run_1/sizes.png
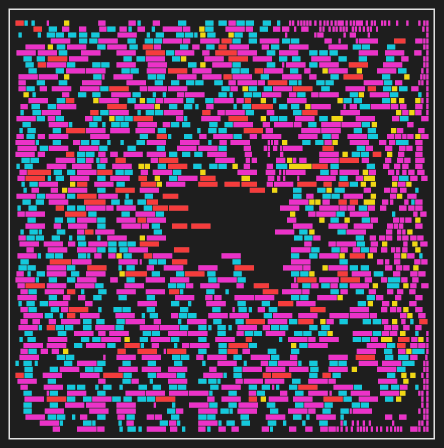
run_1/flops_by_reg.png
Other sequential cells in the stronger grey, the rest of the logic in the fainter grey.
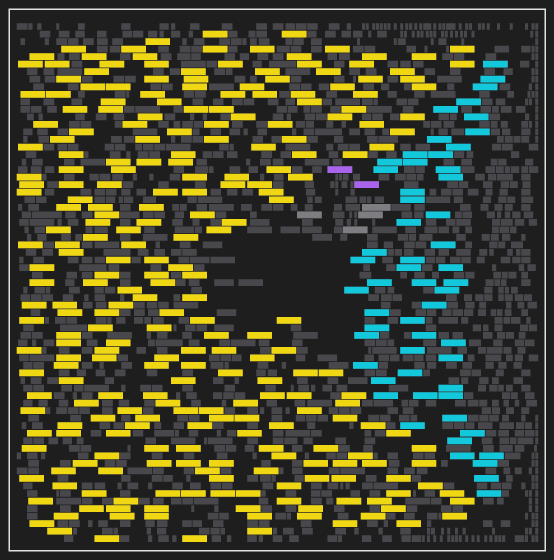
run_1/cell_density.png
19 x 20 tiles, from black (low) to pale yellow (high), 0 to 100% covered.
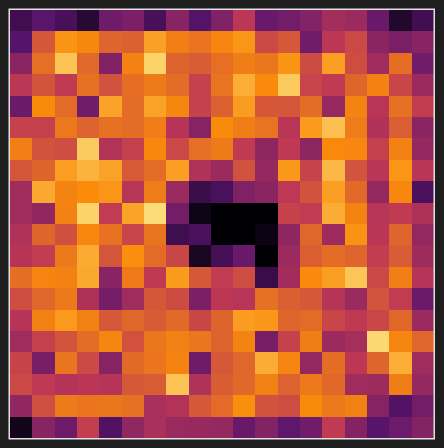
File: config.mk
export PLATFORM = sky130hd
export DESIGN_NAME = l1_dc_wb_buf
export DESIGN_NICKNAME = d
export VERILOG_FILES = /design/src/rtl/l1_dc_wb_buf.sv
export SDC_FILE = /design/constraint.sdc
export NUM_CORES = 1
export LEC_CHECK = 0
export CAP_MARGIN = 20
export CORE_AREA = 2 2 191 193
export CTS_CLUSTER_SIZE = 24
export DETAILED_ROUTE_END_ITERATION = 8
export DIE_AREA = 0 0 193 195
export PLACE_DENSITY_LB_ADDON = 0.08
export SLEW_MARGIN = 20
export SYNTH_ARGS = -nofsm -noshare
export SYNTH_HDL_FRONTEND = slang
export SYNTH_SLANG_ARGS = --single-unit
File: constraint.sdc
create_clock -name clk -period 3 [get_ports clk]
set_clock_uncertainty 0.05 [all_clocks]
set_input_delay 0.9 -clock clk [delete_from_list [all_inputs] [get_ports clk]]
set_output_delay 0.9 -clock clk [all_outputs]
set_load 0.02 [all_outputs]
File: src/rtl/l1_dc_wb_buf.sv
// L1 dcache write-back victim buffer: a small FIFO of dirty lines drained to L2 one line at a time.
// Optional feature macro WB_FWD_EN: when defined, queued line data is forwarded to refill lookups on rd_data.
module l1_dc_wb_buf #(
  parameter int DEPTH  = 2,   // 2 or 4; pointer wrap relies on a power-of-two depth
  parameter int ADDR_W = 32,
  parameter int LINE_W = 128
) (
  input  logic              clk,
  input  logic              rst,
  input  logic              wb_push,
  input  logic [ADDR_W-1:0] wb_addr,
  input  logic [LINE_W-1:0] wb_data,
  output logic              wb_full,
  output logic              wb_empty,
  input  logic              rd_req,
  input  logic [ADDR_W-1:0] rd_addr,
  output logic              rd_hit,
  output logic [LINE_W-1:0] rd_data,
  input  logic              l2_busy,
  input  logic              l2_rdy,
  input  logic              l2_complete,
  output logic              l2_wr_req,
  output logic [ADDR_W-1:0] l2_wr_addr,
  output logic [LINE_W-1:0] l2_wr_data
);

  localparam int PTR_W = $clog2(DEPTH);
  localparam int CNT_W = PTR_W + 1;
  localparam logic [CNT_W-1:0]  FULL_CNT  = CNT_W'(DEPTH);
  localparam logic [ADDR_W-1:0] LINE_MASK = ~ADDR_W'(4'hF);

  typedef enum logic [1:0] {
    S_IDLE = 2'd0,
    S_REQ  = 2'd1,
    S_WAIT = 2'd2
  } state_e;

  state_e            state_q, state_d;
  logic [PTR_W-1:0]  head_q, head_d;
  logic [PTR_W-1:0]  tail_q, tail_d;
  logic [CNT_W-1:0]  count_q, count_d;
  logic [ADDR_W-1:0] addr_q [DEPTH];
  logic [ADDR_W-1:0] addr_d [DEPTH];
  logic [LINE_W-1:0] data_q [DEPTH];
  logic [LINE_W-1:0] data_d [DEPTH];

  logic              push_acc;
  logic              pop;
  logic              match_any;
  logic [PTR_W-1:0]  idx;
`ifdef WB_FWD_EN
  logic [PTR_W-1:0]  hit_idx;
`endif

  assign wb_full  = (count_q == FULL_CNT);
  assign wb_empty = (count_q == '0);

  // Full is the pre-edge value, so a push in a pop cycle of a full buffer is still dropped.
  assign push_acc = wb_push & ~wb_full;
  assign pop      = (state_q == S_WAIT) & l2_complete;

  // NOTE: every variable of an always_comb gets a default first, otherwise a latch is inferred.
  always_comb begin : fifo_next
    head_d  = head_q;
    tail_d  = tail_q;
    count_d = count_q;
    addr_d  = addr_q;
    data_d  = data_q;
    if (push_acc) begin
      addr_d[tail_q] = wb_addr & LINE_MASK;
      data_d[tail_q] = wb_data;
      tail_d         = tail_q + PTR_W'(1);
    end
    if (pop) begin
      head_d = head_q + PTR_W'(1);
    end
    case ({push_acc, pop})
      2'b10:   count_d = count_q + CNT_W'(1);
      2'b01:   count_d = count_q - CNT_W'(1);
      default: count_d = count_q;
    endcase
  end

  always_comb begin : fsm_next
    state_d = state_q;
    case (state_q)
      S_IDLE: if (!wb_empty && !l2_busy) state_d = S_REQ;
      S_REQ:  if (l2_rdy)                state_d = S_WAIT;
      S_WAIT: if (l2_complete)           state_d = S_IDLE;
      default:                           state_d = S_IDLE;
    endcase
  end

  // NOTE: sequential state uses non-blocking assignments so every flop samples pre-edge values.
  always_ff @(posedge clk or negedge rst) begin
    if (!rst) begin
      state_q <= S_IDLE;
      head_q  <= '0;
      tail_q  <= '0;
      count_q <= '0;
      // NOTE: the line storage is reset because the head entry drives l2_wr_addr/l2_wr_data directly.
      for (int i = 0; i < DEPTH; i++) begin
        addr_q[i] <= '0;
        data_q[i] <= '0;
      end
    end else begin
      state_q <= state_d;
      head_q  <= head_d;
      tail_q  <= tail_d;
      count_q <= count_d;
      addr_q  <= addr_d;
      data_q  <= data_d;
    end
  end

  // The head entry is not overwritten while draining: a push only lands on the head slot when empty.
  always_comb begin : fsm_out
    l2_wr_req  = (state_q == S_REQ);
    l2_wr_addr = addr_q[head_q];
    l2_wr_data = data_q[head_q];
  end

  // Walk entries oldest to youngest so the last match (nearest tail) wins.
  always_comb begin : lookup
    match_any = 1'b0;
    idx       = '0;
`ifdef WB_FWD_EN
    hit_idx   = '0;
`endif
    for (int k = 0; k < DEPTH; k++) begin
      idx = head_q + PTR_W'(k);
      if ((CNT_W'(k) < count_q) && (addr_q[idx] == (rd_addr & LINE_MASK))) begin
        match_any = 1'b1;
`ifdef WB_FWD_EN
        hit_idx   = idx;
`endif
      end
    end
  end

  assign rd_hit = rd_req & match_any;

`ifdef WB_FWD_EN
  assign rd_data = rd_hit ? data_q[hit_idx] : '0;
`else
  assign rd_data = '0;
`endif

endmodule

==> metrics.csv, run 1 <==
stage,metric,value,unit
worst_setup_path,"Max stage delay cell, worst path",sky130_fd_sc_hd__dfrtp_4,
power_and_ir_drop,portion of total power attributed to combinational logic,0.548,
worst_setup_path,largest delay contributor family on the critical path,simple AND/OR/NAND/NOR gates,
final_timing,worst hold margin,0.287,ns
drt,DRT met1 WL,15800,um
final_timing,time the final worst path needs with I/O delays and setup,3.66,ns
cells_and_area,Final clock-cell share,0.0549,
cells_and_area,area-dominant cell class after layout,flip-flops and latches,
cells_and_area,combinational share of cell area,0.326,
global_routing,largest net degree at the start of global routing,71,
worst_setup_path,startpoint kind of the worst setup timing path,flip-flop,
die,total number of tap cells,461,
final_timing,"Period Utilization, post-route",1.22,
synthesis,post-synthesis instance area,15600,um^2
synthesis,share of the synthesized area in the top cell type,0.511,
synthesis,count of instantiated cells in the yosys netlist,1104,
final_timing,number of setup violations in the final report,77,
drt,met3 routed WL,3700,um
power_and_ir_drop,leading power group,combinational logic,
final_timing,post-route worst setup slack,-0.661,ns
final_timing,actual slew at the worst max-slew pin,0.641,ns
global_routing,routing usage on met1,0.249,
outcome,run status,"finished, violations left",
cells_and_area,Filler cells,2932,
worst_setup_path,type of the setup path with the least slack,reg -> out,
placement,setup slack at placement,-1.12,ns
cts,clock tree from TritonCTS,yes,
worst_setup_path,Critical Path End,rd_hit,
die,placement row count,69,
outcome,violated checks,negative setup slack,
drt,Final ANT Viol Nets,0,
die,count of boundary I/O pins,491,
worst_setup_path,worst path buffer plus inverter count,3,
cells_and_area,Non-clock inverters,4,
cells_and_area,number of sequential cells,318,
worst_setup_path,Stages on worst setup path,9,
drt,Post-route DRC,0,
drt,initial detailed-routing violation count,306,
worst_setup_path,"Critical Path, Cell by Cell","buf_6, buf_6, mux2i_2, xor2_1, nand4_1, nor4_2, nand4_1, a21boi_1, buf_4",
worst_setup_path,largest stage delay on the critical path,0.50,ns
power_and_ir_drop,peak ir drop on the vdd network,0.885,mV
worst_setup_path,critical path required time,2.05,ns
power_and_ir_drop,clock group power,4.29,mW
global_routing,number of global-route vias before repair,10526,
power_and_ir_drop,clock group share of total power,0.163,
synthesis,mean instance size in the synthesized netlist,14.1,um^2
worst_setup_path,reg-to-reg critical path startpoint,count_q[0],
worst_setup_path,worst r2r path cells,6,
drt,drt total wl,39800,um
About sizes.png:
Key: yellow = _3 and _4 cells [cells 102, share 6.4%]; cyan = _2 cells [cells 584, share 37%]; magenta = _0 and _1 cells [cells 793, share 50%]; red = _6 and larger [cells 115, share 7.2%]

About flops_by_reg.png:
Key: purple = state_q [flops 2]; yellow = data_q [flops 256]; cyan = addr_q [flops 56]
Another 4 sequential cells are not coloured.

About cell_density.png:
1.6% of the tiles are nearly empty. The emptiest ninth of the die: middle. 12% of the tiles are over 75% full. The fullest tile reaches 92%.
starting density of the core: 0.440
final design utilization: 0.598
core region area: 35400 um^2

==> inputs of run 2 (changes only) <==
- REMOVE_ABC_BUFFERS: not set -> 1
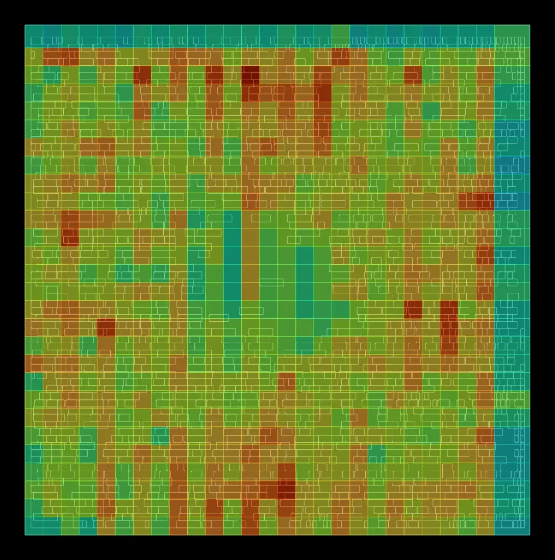
run_2/congestion.png
final design utilization: 0.619
global-route met3 utilization: 0.0656
global route hottest layer: met2
detail-routed net length per standard cell: 19.3 um

==> metrics.csv, run 2 <==
stage,metric,value,unit,change
outcome,run status,"finished, violations left",,unchanged
outcome,violated checks,negative setup slack,,unchanged
synthesis,mean instance size in the synthesized netlist,14.1,um^2,unchanged
drt,Final ANT Viol Nets,0,,unchanged
placement,setup slack at placement,-1.17,ns,was -1.12 ns
worst_setup_path,largest delay contributor family on the critical path,simple AND/OR/NAND/NOR gates,,unchanged
cells_and_area,Final clock-cell share,0.0544,,was 0.0549
die,core region area,35400,um^2,unchanged
global_routing,routing usage on met1,0.264,,was 0.249
global_routing,largest net degree at the start of global routing,59,,was 71
cells_and_area,number of sequential cells,318,,unchanged
synthesis,share of the synthesized area in the top cell type,0.511,,unchanged
final_timing,number of setup violations in the final report,108,,was 77
final_timing,"Period Utilization, post-route",1.21,,was 1.22
worst_setup_path,type of the setup path with the least slack,reg -> out,,unchanged
worst_setup_path,"Max stage delay cell, worst path",sky130_fd_sc_hd__dfrtp_4,,unchanged
worst_setup_path,Critical Path End,rd_hit,,unchanged
worst_setup_path,reg-to-reg critical path startpoint,count_q[0],,unchanged
cells_and_area,combinational share of cell area,0.319,,was 0.326
worst_setup_path,startpoint kind of the worst setup timing path,flip-flop,,unchanged
worst_setup_path,critical path required time,2.05,ns,about the same
die,total number of tap cells,461,,unchanged
final_timing,worst hold margin,0.258,ns,was 0.287 ns
drt,Post-route DRC,0,,unchanged
synthesis,post-synthesis instance area,15600,um^2,unchanged
power_and_ir_drop,clock group share of total power,0.157,,was 0.163
power_and_ir_drop,portion of total power attributed to combinational logic,0.569,,was 0.548
final_timing,time the final worst path needs with I/O delays and setup,3.64,ns,was 3.66 ns
power_and_ir_drop,peak ir drop on the vdd network,0.744,mV,was 0.885 mV
final_timing,post-route worst setup slack,-0.643,ns,was -0.661 ns
die,count of boundary I/O pins,491,,unchanged
die,placement row count,69,,unchanged
drt,DRT met1 WL,16600,um,was 15800 um
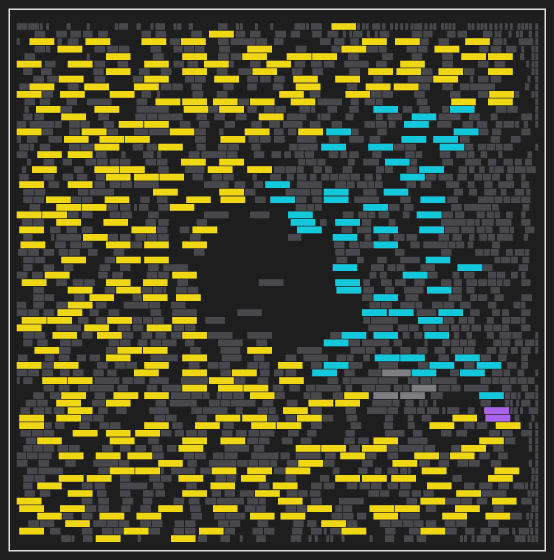
run_2/flops_by_reg.png
Other sequential cells in the stronger grey, the rest of the logic in the fainter grey.
Key: purple = state_q [flops 2]; yellow = data_q [flops 256, where spread over the die]; cyan = addr_q [flops 56]
Another 4 sequential cells are not coloured.
sequential cell area: 7960 um^2
flip-flop and latch share of the layout cell area: 0.363
sequential power: 7.64 mW

Power and IR drop assume default switching activity.
